===== src/rtl/instr_sequencer.sv =====
// Instruction sequencer: fetches 8-bit words from a combinational program ROM and issues
// them to a multi-cycle processor through Run/DIN/Done, with halt, illegal-opcode and
// watchdog handling.
//
// Parameters
//   START_ADDR  PC value loaded by reset and by start
//   WDOG_MAX    EXEC cycles allowed without proc_done before a watchdog error
// Ports
//   Clk, Resetn   clock, synchronous active-low reset (shared with the processor)
//   start         one-cycle pulse, begins execution from START_ADDR (ignored while busy)
//   halt_req      stop after the current instruction completes
//   mem_data      ROM word at mem_addr
//   proc_done     processor Done
//   mem_addr      ROM address (= pc)
//   proc_din      processor DIN (= mem_data)
//   proc_run      processor Run, high for the single FETCH cycle of an issued instruction
//   pc            program counter
//   busy/halted/err  status flags for FETCH|EXEC, HALT and ERROR
//   err_code      01 illegal opcode, 10 watchdog, 00 otherwise
//   instr_count   retired instructions, saturating
module instr_sequencer #(
  parameter logic [7:0]  START_ADDR = 8'h00,
  parameter int unsigned WDOG_MAX   = 8
) (
  input  logic        Clk,
  input  logic        Resetn,
  input  logic        start,
  input  logic        halt_req,
  input  logic [7:0]  mem_data,
  input  logic        proc_done,
  output logic [7:0]  mem_addr,
  output logic [7:0]  proc_din,
  output logic        proc_run,
  output logic [7:0]  pc,
  output logic        busy,
  output logic        halted,
  output logic        err,
  output logic [1:0]  err_code,
  output logic [15:0] instr_count
);

  typedef enum logic [2:0] {StIdle, StFetch, StExec, StHalt, StError} state_e;

  localparam logic [2:0]  OpMvi    = 3'b001;
  localparam logic [2:0]  OpHalt   = 3'b111;
  localparam logic [15:0] WdogLast = 16'(WDOG_MAX - 1);

  state_e      state_q, state_d;
  logic [7:0]  pc_q, pc_d;
  logic [2:0]  op_q, op_d;
  logic [15:0] cnt_q, cnt_d;
  logic [1:0]  err_code_q, err_code_d;
  logic        halt_pend_q, halt_pend_d;
  logic [15:0] wdog_q, wdog_d;

  logic [2:0]  opcode;
  logic        halt_now;

  assign opcode   = mem_data[6:4];
  // A request arriving this cycle counts as pending immediately.
  assign halt_now = halt_pend_q | halt_req;

  always_comb begin
    state_d     = state_q;
    pc_d        = pc_q;
    op_d        = op_q;
    cnt_d       = cnt_q;
    err_code_d  = err_code_q;
    halt_pend_d = halt_pend_q;
    wdog_d      = wdog_q;
    proc_run    = 1'b0;

    case (state_q)
      StIdle, StHalt, StError: begin
        if (start) begin
          state_d     = StFetch;
          pc_d        = START_ADDR;
          cnt_d       = 16'd0;
          err_code_d  = 2'b00;
          wdog_d      = 16'd0;
          halt_pend_d = halt_req;
        end
      end
      StFetch: begin
        wdog_d = 16'd0;
        if (halt_now || opcode == OpHalt) begin
          state_d     = StHalt;
          halt_pend_d = 1'b0;
        end else if (opcode[2]) begin
          state_d    = StError;
          err_code_d = 2'b01;
        end else begin
          proc_run = 1'b1;
          pc_d     = pc_q + 8'd1;
          op_d     = opcode;
          state_d  = StExec;
        end
      end
      StExec: begin
        halt_pend_d = halt_now;
        if (proc_done) begin
          wdog_d = 16'd0;
          cnt_d  = (cnt_q == 16'hFFFF) ? cnt_q : cnt_q + 16'd1;
          // mvi consumed the next word as its immediate; step over it.
          if (op_q == OpMvi) pc_d = pc_q + 8'd1;
          if (halt_now) begin
            state_d     = StHalt;
            halt_pend_d = 1'b0;
          end else begin
            state_d = StFetch;
          end
        end else if (wdog_q == WdogLast) begin
          state_d    = StError;
          err_code_d = 2'b10;
        end else begin
          wdog_d = wdog_q + 16'd1;
        end
      end
      default: state_d = StIdle;
    endcase
  end

  always_ff @(posedge Clk) begin
    if (!Resetn) begin
      state_q     <= StIdle;
      pc_q        <= START_ADDR;
      op_q        <= 3'b000;
      cnt_q       <= 16'd0;
      err_code_q  <= 2'b00;
      halt_pend_q <= 1'b0;
      wdog_q      <= 16'd0;
    end else begin
      state_q     <= state_d;
      pc_q        <= pc_d;
      op_q        <= op_d;
      cnt_q       <= cnt_d;
      err_code_q  <= err_code_d;
      halt_pend_q <= halt_pend_d;
      wdog_q      <= wdog_d;
    end
  end

  assign mem_addr    = pc_q;
  assign proc_din    = mem_data;
  assign pc          = pc_q;
  assign busy        = (state_q == StFetch) || (state_q == StExec);
  assign halted      = (state_q == StHalt);
  assign err         = (state_q == StError);
  assign err_code    = err_code_q;
  assign instr_count = cnt_q;

endmodule


===== config.mk =====
export PLATFORM = sky130hd
export DESIGN_NAME = instr_sequencer
export DESIGN_NICKNAME = d
export VERILOG_FILES = /design/src/rtl/instr_sequencer.sv
export SDC_FILE = /design/constraint.sdc
export NUM_CORES = 1
export LEC_CHECK = 0
export ABC_AREA = 1
export ABC_CLOCK_PERIOD_IN_PS = 2900
export CORE_ASPECT_RATIO = 0.6
export CORE_MARGIN = 2
export CORE_UTILIZATION = 42
export DETAILED_ROUTE_END_ITERATION = 12
export HOLD_SLACK_MARGIN = 0.15
export PLACE_DENSITY = 0.66
export SYNTH_ARGS = -nofsm -noshare
export SYNTH_HDL_FRONTEND = slang
export SYNTH_SLANG_ARGS = --single-unit

===== constraint.sdc =====
create_clock -name Clk -period 2.9 [get_ports Clk]
set_input_delay 0.87 -clock Clk [delete_from_list [all_inputs] [get_ports Clk]]
set_output_delay 0.87 -clock Clk [all_outputs]
set_load 0.01 [all_outputs]

==> run notes <==
run metrics: status finished, final reports clean, sw frac 0.3954, skew final 2.059 ps, Yosys warning count 0, clk sink count 48, Post-CTS Setup Bufs 0, syn avg cell area 6.101 um2, Top cell area share 0.2949, Lkg Pwr 1.677 nW, Die Footprint 8501 um2, Avg WL per Cell 13.27 um, worst vdd ir 0.0002891 V, unrepaired setup endpoints after global routing no, grt ovf 0, worst slew pin tran 475.5 ps, GR peak layer met1, Total GRT Usage 0.2135, setup TNS 0 ps, met3 Use GR 0.05110, Synth top cells by count nand2_1, nor2_1, inv_1, Yosys reg bits 48, total power 0.002224 W, cells in synth_stat.txt 534, Post-DP HPWL 6649 um, vias in the first global route 3005, Core Region 7387 um2, crit path DRT 2030 ps, DR iter-0 viols 266, htree depth 2, Top cells by area dfxtp_1, nand2_1, nor2_1, Post-Syn Area 3258 um2, CP max FO 3, combinational share of power 0.398, CTS Buf Count 5, post-synthesis cell type count 32, gp weighted congestion 0.8772, Longest Clk Path Bufs 2, Synth Instances 534, Critical Path End Type output port, power per cell area 567.7 nW/um2, Post-synth EDFFs 0, register share of total power 0.349, via/cell ratio 5.093
==> area by class of cell <==
| cell class | count | area (um2) | share of cell area |
|---|---|---|---|
| clock buffer | 6 | 128.9 | 0.03290 |
| timing repair buffer | 62 | 584.3 | 0.1492 |
| sequential | 48 | 960.9 | 0.2453 |
| tap | 104 | 130.1 | 0.03322 |
| inverter | 65 | 244.0 | 0.06228 |
| multi-input combinational | 392 | 1864 | 0.4759 |
| clock inverter | 1 | 5.005 | 0.001278 |
==> critical path, stage by stage <==
cell,delay [ps]
clkdlybuf4s50_1,480
buf_4,120
clkdlybuf4s50_1,520
==> per-layer routing <==
layer	vias to the layer above	wire, um
li1	1749	-
met1	1581	4647
met2	108	3555
met3	15	668
met4	0	123
met5	-	0
==> per-stage QoR <==
step,hold WS [ps],setup WS (ps),instances,utilization
floorplan,454.1,497.5,534,-
global placement,452.6,-386.6,671,0.5113
detailed placement,462.9,-407.9,671,0.5113
CTS,488.4,8.277,678,0.5305
global route,513.0,2.677,678,0.5303
finish,486.5,48.95,678,0.5303
==> cell usage in the layout (no fill, tap or decap), types with 6 or more instances in the layout <==
| master | netlist | layout |
|---|---|---|
| a21oi_1 | 24 | 24 |
| buf_4 | 17 | 14 |
| clkdlybuf4s50_1 | 0 | 44 |
| dfxtp_1 | 48 | 48 |
| inv_1 | 59 | 59 |
| inv_2 | 6 | 6 |
| nand2_1 | 156 | 156 |
| nand2_2 | 11 | 11 |
| nand3_1 | 49 | 49 |
| nand4_1 | 18 | 18 |
| nor2_1 | 79 | 76 |
| nor2_2 | 6 | 9 |
| o21ai_0 | 14 | 14 |
==> registers in the layout, summed over array words and instances, names as in the netlist <==
signal	count
halt_pend_q	1
state_q	3
mem_addr	8
wdog_q	16
op_q	2
instr_count	16
err_code	2
==> worst paths after layout <==
check | depth (start not counted) | end | from | slack (ps)
hold reg to reg | 2 | wdog_q[1] | wdog_q[1] | 490
hold / removal | 2 | wdog_q[1] | wdog_q[1] | 490
setup reg to reg | 11 | instr_count[13] | instr_count[0] | 930
setup / recovery | 3 | proc_din[5] | mem_data[5] | 50
==> cell families after synthesis <==
kind of cell | count (synthesis) | share of synthesized area
compound gates | 49 | 0.08910
xor+xnor | 5 | 0.01344
fa+ha+maj | 3 | 0.01152
buf+inv | 94 | 0.1352
flops | 48 | 0.2949
simple gates | 335 | 0.4558
==> what timing repair did <==
item	in CTS	in global routing
hold buffers	0	0
setup endpoints to repair	1	3
pin swaps	1	0
gates resized	7	3
==> power groups by stage <==
stage	sequential, W	combinational, W	clock (W)
floorplan	0.000793	0.000588	0
global placement	0.000786	0.000851	0
detailed placement	0.000788	0.000870	0
CTS	0.000775	0.000880	0.000576
global route	0.000786	0.000971	0.000606
finish	0.000775	0.000885	0.000564
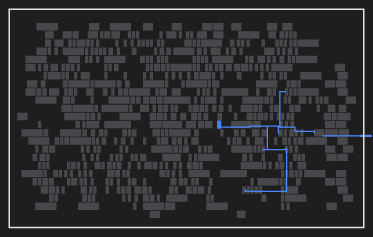
(I/O nets highlighted)
Drawn at 3 px/um.
blue -> `busy`  # direction output, edge right, end cells 1, wire 109 um
Buffers on Ports: 48
# IOs: 59

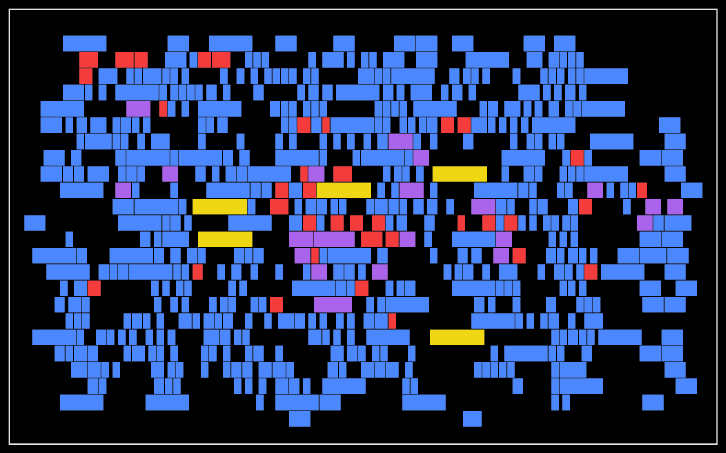
(sizing map)
Drawn at 6 px/um.
yellow -> drive 6 and up  # cells 5, share 0.87%
blue -> drive 1 or less  # cells 512, share 89%
red -> drive 2  # cells 36, share 6.3%
purple -> drive 3 to 4  # cells 21, share 3.7%
cell area after layout: 3918 um2
final setup margin: 48.95 ps
Layout area overhead: 20.24%

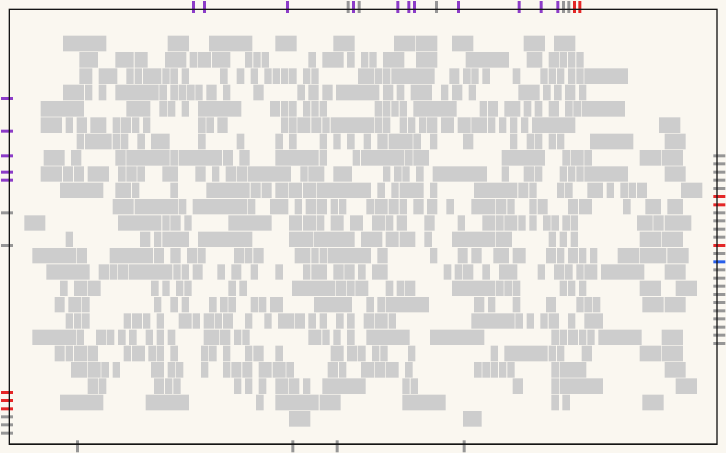
(ports around the boundary)
Drawn at 6 px/um. Pins as bars across the die edge, other pins in gray.
blue -> `busy`  # pins 1, direction output, edge right
purple -> `instr_count`  # pins 16, direction output, edge 11 top, 5 left
red -> `proc_din`  # pins 8, direction output, edge 3 left, 3 right, 2 top
all pins by edge = 24 right, 18 top, 13 left, 4 bottom
die span in x: 117.7 um
Die Y: 72.23 um

Power figures rest on the tool's default switching activity, not on a simulated workload.
